$ cat config.mk
export PLATFORM = sky130hd
export DESIGN_NAME = voq_rr_scheduler
export DESIGN_NICKNAME = d
export VERILOG_FILES = /design/src/rtl/voq_rr_scheduler.sv
export SDC_FILE = /design/constraint.sdc
export NUM_CORES = 1
export LEC_CHECK = 0
export CAP_MARGIN = 20
export CORE_ASPECT_RATIO = 1.1
export CORE_UTILIZATION = 51
export CTS_BUF_LIST = sky130_fd_sc_hd__clkbuf_2
export CTS_CLUSTER_SIZE = 28
export DETAILED_ROUTE_END_ITERATION = 10
export GPL_ROUTABILITY_DRIVEN = 0
export GPL_TIMING_DRIVEN = 1
export PLACE_DENSITY = 0.82
export SLEW_MARGIN = 20
export SYNTH_ARGS = -nofsm -noshare
export SYNTH_HDL_FRONTEND = slang
export SYNTH_SLANG_ARGS = --single-unit
$ cat constraint.sdc
create_clock -name clk -period 2.6 [get_ports clk]
set_clock_uncertainty 0.2 [all_clocks]
set_input_delay 0.39 -clock clk [delete_from_list [all_inputs] [get_ports clk]]
set_output_delay 0.39 -clock clk [all_outputs]
set_load 0.05 [all_outputs]
$ cat src/rtl/voq_rr_scheduler.sv
// Round-robin dequeue scheduler for a bank of virtual output queues.
// Tracks per-queue occupancy from the write strobes, issues one-cycle read
// requests to a non-empty queue and hands the returned buffer pointer to the
// egress datapath over a valid/ready handshake, one pointer at a time.
module voq_rr_scheduler #(
    parameter int unsigned NUM_VOQ   = 4,
    parameter int unsigned ADDR_W    = 10,
    parameter int unsigned VOQ_DEPTH = 16
) (
    input  logic                       clk,
    input  logic                       rst,
    input  logic [NUM_VOQ-1:0]         voq_write_i,
    output logic [NUM_VOQ-1:0]         voq_read_req_o,
    input  logic [NUM_VOQ*ADDR_W-1:0]  voq_ptr_i,
    input  logic [NUM_VOQ-1:0]         voq_ptr_valid_i,
    output logic [ADDR_W-1:0]          egress_ptr_o,
    output logic [$clog2(NUM_VOQ)-1:0] egress_voq_o,
    output logic                       egress_valid_o,
    input  logic                       egress_ready_i,
    output logic [NUM_VOQ-1:0]         voq_drop_o,
    output logic                       err_o
);

    localparam int unsigned IdxW = $clog2(NUM_VOQ);
    localparam int unsigned CntW = $clog2(VOQ_DEPTH + 1);
    localparam logic [CntW-1:0] CntMax = CntW'(VOQ_DEPTH);

    typedef enum logic [1:0] {
        StIdle,
        StIssue,
        StCapture,
        StHold
    } state_e;

    state_e              state_q;
    logic [IdxW-1:0]     rr_ptr_q;
    logic [IdxW-1:0]     grant_q;
    logic [NUM_VOQ-1:0]  read_req_q;
    logic [ADDR_W-1:0]   egress_ptr_q;
    logic [IdxW-1:0]     egress_voq_q;
    logic                egress_valid_q;
    logic                err_q;

    logic [CntW-1:0]     count_q [NUM_VOQ];
    logic [CntW-1:0]     count_d [NUM_VOQ];
    logic [NUM_VOQ-1:0]  drop_q;
    logic [NUM_VOQ-1:0]  drop_d;

    logic [NUM_VOQ-1:0]  nonempty;
    logic                grant_found;
    logic [IdxW-1:0]     grant_idx;
    logic [NUM_VOQ-1:0]  grant_oh;
    logic [ADDR_W-1:0]   ptr_sel;
    logic                ptr_sel_valid;
    logic [IdxW-1:0]     rr_next;

    // Occupancy next-state: a write at full is discarded by the queue, so it is
    // dropped here too, even when a read frees a slot in the same cycle.
    always_comb begin
        for (int k = 0; k < NUM_VOQ; k++) begin
            count_d[k] = count_q[k];
            drop_d[k]  = 1'b0;
            case ({voq_write_i[k], read_req_q[k]})
                2'b10: begin
                    if (count_q[k] < CntMax) begin
                        count_d[k] = count_q[k] + 1'b1;
                    end else begin
                        drop_d[k] = 1'b1;
                    end
                end
                2'b01: count_d[k] = count_q[k] - 1'b1;
                2'b11: begin
                    if (count_q[k] == CntMax) begin
                        count_d[k] = count_q[k] - 1'b1;
                        drop_d[k]  = 1'b1;
                    end
                end
                default: ;
            endcase
        end
    end

    // Occupancy counters and drop pulses, updated in every FSM state.
    always_ff @(posedge clk) begin
        if (rst) begin
            for (int k = 0; k < NUM_VOQ; k++) begin
                count_q[k] <= '0;
            end
            drop_q <= '0;
        end else begin
            for (int k = 0; k < NUM_VOQ; k++) begin
                count_q[k] <= count_d[k];
            end
            drop_q <= drop_d;
        end
    end

    // Non-empty flags per queue.
    always_comb begin
        for (int k = 0; k < NUM_VOQ; k++) begin
            nonempty[k] = (count_q[k] != '0);
        end
    end

    // Round-robin search: first non-empty queue starting at rr_ptr_q.
    always_comb begin
        int unsigned cand;
        cand        = 0;
        grant_found = 1'b0;
        grant_idx   = '0;
        for (int unsigned i = 0; i < NUM_VOQ; i++) begin
            cand = (32'(rr_ptr_q) + i) % NUM_VOQ;
            if (!grant_found && nonempty[cand]) begin
                grant_found = 1'b1;
                grant_idx   = IdxW'(cand);
            end
        end
        grant_oh            = '0;
        grant_oh[grant_idx] = 1'b1;
    end

    // Pointer slice and valid of the granted queue; rr pointer after it.
    always_comb begin
        ptr_sel       = voq_ptr_i[32'(grant_q) * ADDR_W +: ADDR_W];
        ptr_sel_valid = voq_ptr_valid_i[grant_q];
        rr_next       = (32'(grant_q) == NUM_VOQ - 1) ? '0 : grant_q + 1'b1;
    end

    // Dequeue FSM with registered read request and egress outputs.
    always_ff @(posedge clk) begin
        if (rst) begin
            state_q        <= StIdle;
            rr_ptr_q       <= '0;
            grant_q        <= '0;
            read_req_q     <= '0;
            egress_ptr_q   <= '0;
            egress_voq_q   <= '0;
            egress_valid_q <= 1'b0;
            err_q          <= 1'b0;
        end else begin
            unique case (state_q)
                StIdle: begin
                    if (grant_found) begin
                        grant_q    <= grant_idx;
                        read_req_q <= grant_oh;
                        state_q    <= StIssue;
                    end
                end
                StIssue: begin
                    read_req_q <= '0;
                    state_q    <= StCapture;
                end
                StCapture: begin
                    if (ptr_sel_valid) begin
                        egress_ptr_q   <= ptr_sel;
                        egress_voq_q   <= grant_q;
                        egress_valid_q <= 1'b1;
                        state_q        <= StHold;
                    end else begin
                        // rr_ptr_q is left alone so this queue is retried first.
                        err_q   <= 1'b1;
                        state_q <= StIdle;
                    end
                end
                StHold: begin
                    if (egress_ready_i) begin
                        egress_valid_q <= 1'b0;
                        rr_ptr_q       <= rr_next;
                        state_q        <= StIdle;
                    end
                end
                default: state_q <= StIdle;
            endcase
        end
    end

    assign voq_read_req_o = read_req_q;
    assign egress_ptr_o   = egress_ptr_q;
    assign egress_voq_o   = egress_voq_q;
    assign egress_valid_o = egress_valid_q;
    assign voq_drop_o     = drop_q;
    assign err_o          = err_q;

endmodule
Fig. 1: run 1, placed standard cells
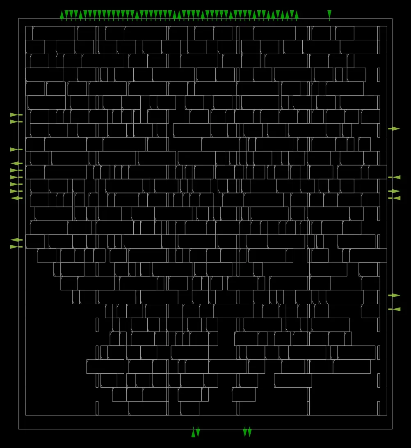
final cell count without fillers: 451
Layout Utilization: 0.702

Fig. 2: run 1, signal wires by layer
Bar = 20 um.
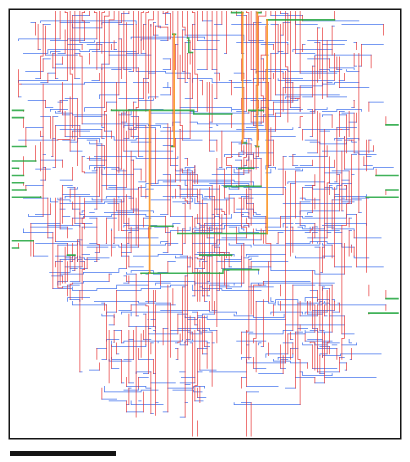
color	layer	wire length
blue	M1	2640 um
red	M2	3240 um
orange	M4	141 um
green	M3	159 um
Routed Wire Length: 6180 um
per-cell routed wire length: 13.7 um
Overall Global Routing Usage: 0.211
vias post-DR: 2432

Fig. 3: run 1, routed clock nets over the placement
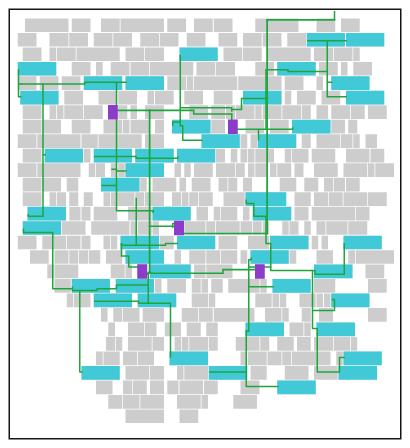
[purple] clock-net drivers | count: 5
[cyan] flip-flops | count: 48
[green] clock wires | length: 599 um
routed clock nets	6
Clk power: 298 uW
Clock Power Share: 0.080
clk_lat worst skew: 420 ps

-- run 1: cells in the mapped netlist, types with 3 or more instances --
cell / number / area share
nor2_1: 50 / 0.066
dfxtp_1: 48 / 0.34
a21oi_1: 24 / 0.042
ha_1: 21 / 0.092
mux2i_1: 18 / 0.063
inv_1: 14 / 0.018
xnor2_1: 12 / 0.037
mux4_2: 11 / 0.087
clkbuf_1: 10 / 0.013
nand2_1: 8 / 0.011
a21o_1: 6 / 0.016
xor2_1: 5 / 0.015
a211oi_1: 4 / 0.011
fa_1: 4 / 0.028
nor3_1: 4 / 0.0070
o21ai_0: 4 / 0.0070
nor2b_1: 3 / 0.0066
nor3b_1: 3 / 0.0079
or4_4: 3 / 0.012
==> summary.txt, run 1 <==
run metrics: most frequent CP cell a21oi_1, Most Used Layer, Global Route met2, hold endpoint egress_valid_o, most frequent logic cells in the routed design clkdlybuf4s50_1 (71), nor2_1 (50), dfxtp_1 (46), hold crit path type reg -> reg, cell family with most CP delay simple AND/OR/NAND/NOR gates, slowest stage delay, CP a little over 500 ps, internal cell power about 2100 uW, r2r endpoint count_q[0][4], synthesis-to-finish area growth 32.9%, Relative slew margins 0.501, Routed Antenna Nets 0, Iteration-0 DRC Markers ~110, Final WS setup between 80 and 90 ps, required time at the endpoint of the critical path roughly 2800 ps, # Taps around 75, antenna violations before repair 0, fp util 0.528, met1 GRT Util 0.252, Worst path depth 10, post-CTS sizing 0, top layer in use met4, # clock sinks about 48, Post-Synth Adder-Cell Area 0.120, Max H-tree Level 2, reg-to-reg startpoint voq_read_req_o[0], switch share 0.446, pin count of the biggest net entering global routing 39, dpl hpwl 4790 um, Max stage delay cell, worst path clkdlybuf4s50_1, Die X 73.3 um, Crit Path Category in -> reg, Post-Synth XOR/XNOR Area 0.0523, Post-synth EDFFs 0, share of layout cells above drive strength 1 0.146, Post-Place Cells ~440, power share of the sequential group 0.306, hold wc startpoint egress_valid_o, status completed, Critical Path Start Type primary input, Final Critical Period about 2500 ps, Clock Path Buffers 2, Synth logic family simple AND/OR/NAND/NOR gates, Worst-Margin Slew approximately 740 ps, CTS buffer count 5, Comb area share 0.471
==> inputs of run 2 (changes only) <==
--- a/config.mk
+++ b/config.mk
@@ -5,15 +5,17 @@
 export SDC_FILE = /design/constraint.sdc
 export NUM_CORES = 1
 export LEC_CHECK = 0
+export ABC_AREA = 1
 export CAP_MARGIN = 20
 export CORE_ASPECT_RATIO = 1.1
-export CORE_UTILIZATION = 51
+export CORE_UTILIZATION = 52
 export CTS_BUF_LIST = sky130_fd_sc_hd__clkbuf_2
 export CTS_CLUSTER_SIZE = 28
 export DETAILED_ROUTE_END_ITERATION = 10
 export GPL_ROUTABILITY_DRIVEN = 0
-export GPL_TIMING_DRIVEN = 1
+export GPL_TIMING_DRIVEN = 0
 export PLACE_DENSITY = 0.82
+export RECOVER_POWER = 25
 export SLEW_MARGIN = 20
 export SYNTH_ARGS = -nofsm -noshare
 export SYNTH_HDL_FRONTEND = slang
Fig. 4: run 2, routed clock nets over the placement
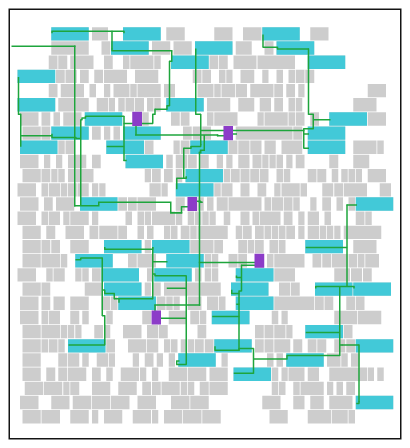
[green] clock wires | length: 591 um
[purple] clock-net drivers | count: 5
[cyan] flip-flops | count: 48
routed clock nets	6
Clk power: 496 uW
clk_lat worst skew: 430 ps

==> run 2 against run 1 <==
Compared with the run above: sequential share of layout area fell by 0.97 points; first-iteration DRC count rose by 11%; register-to-register slack improved by 70 ps; total power rose by 6.2%; via count rose by 29%; hold slack got worse by 19 ps; die area rose by 4.3%; flip-flop count did not move; count of clock-buffer cells in the layout did not move.
==> summary.txt, run 2 <==
run metrics: status completed, Most Used Layer, Global Route met2, per-cell routed wire length 13.5 um (-1.6%), Post-Synth XOR/XNOR Area 0.0400 (-0.0122), Final WS setup 182 ps (+98.5 ps), r2r endpoint count_q[0][4], cell family with most CP delay buffers and inverters, Top cells by area dfxtp_1 (32%), o21ai_0 (9.4%), nor2_1 (9.0%), most frequent logic cells in the routed design nor2_1 (73), clkdlybuf4s50_1 (71), o21ai_0 (57), Post-Synth Adder-Cell Area 0.113 (-0.00730), Synth logic family simple AND/OR/NAND/NOR gates, CTS buffer count 5 (unchanged), vias post-DR 3141 (+29%), dpl hpwl 6000 um (+25%), Final Critical Period 2420 ps (-98.5 ps), most instantiated library cell after synthesis nor2_1, top cells by count, synth nor2_1 (73), o21ai_0 (57), dfxtp_1 (48), hold crit path type reg -> reg, Max stage delay cell, worst path clkdlybuf4s50_1, # clock sinks 48 (unchanged), share of layout cells above drive strength 1 0.0523 (-0.0940), top layer in use met4, antenna violations before repair 0 (unchanged), fp util 0.551 (+0.0233), largest area contributor in the netlist dfxtp_1, met1 GRT Util 0.282 (+0.0295), Post-synth EDFFs 0 (unchanged)
## run 2: cell count changes after synthesis, moves of 15 or more
cell     before  now
inv_1        14   29
mux2i_1      18    0
nand2_1       8   40
nand3_1       1   29
nor2_1       50   73
o21ai_0       4   57
## run 2: power by group
part / leakage, uW / internal [uW] / switching [uW]
clock: 0.0000490 / 254 / 242
sequential: 0.000393 / 940 / 229
combinational: 0.00124 / 827 / 1480
total: 0.00168 / 2020 / 1950
## run 2: final cells by class
| class | count | area, um2 |
|---|---|---|
| timing repair buffer | 72 | 721 |
| buffer | 14 | 61.3 |
| fill | 476 | 1570 |
| tap | 75 | 93.8 |
| inverter | 32 | 120 |
| sequential | 48 | 961 |
| clock buffer | 5 | 25.0 |
| multi-input combinational | 324 | 1890 |
| clock inverter | 2 | 60.1 |
No activity file was given, so power comes from the tool's default toggle rates.
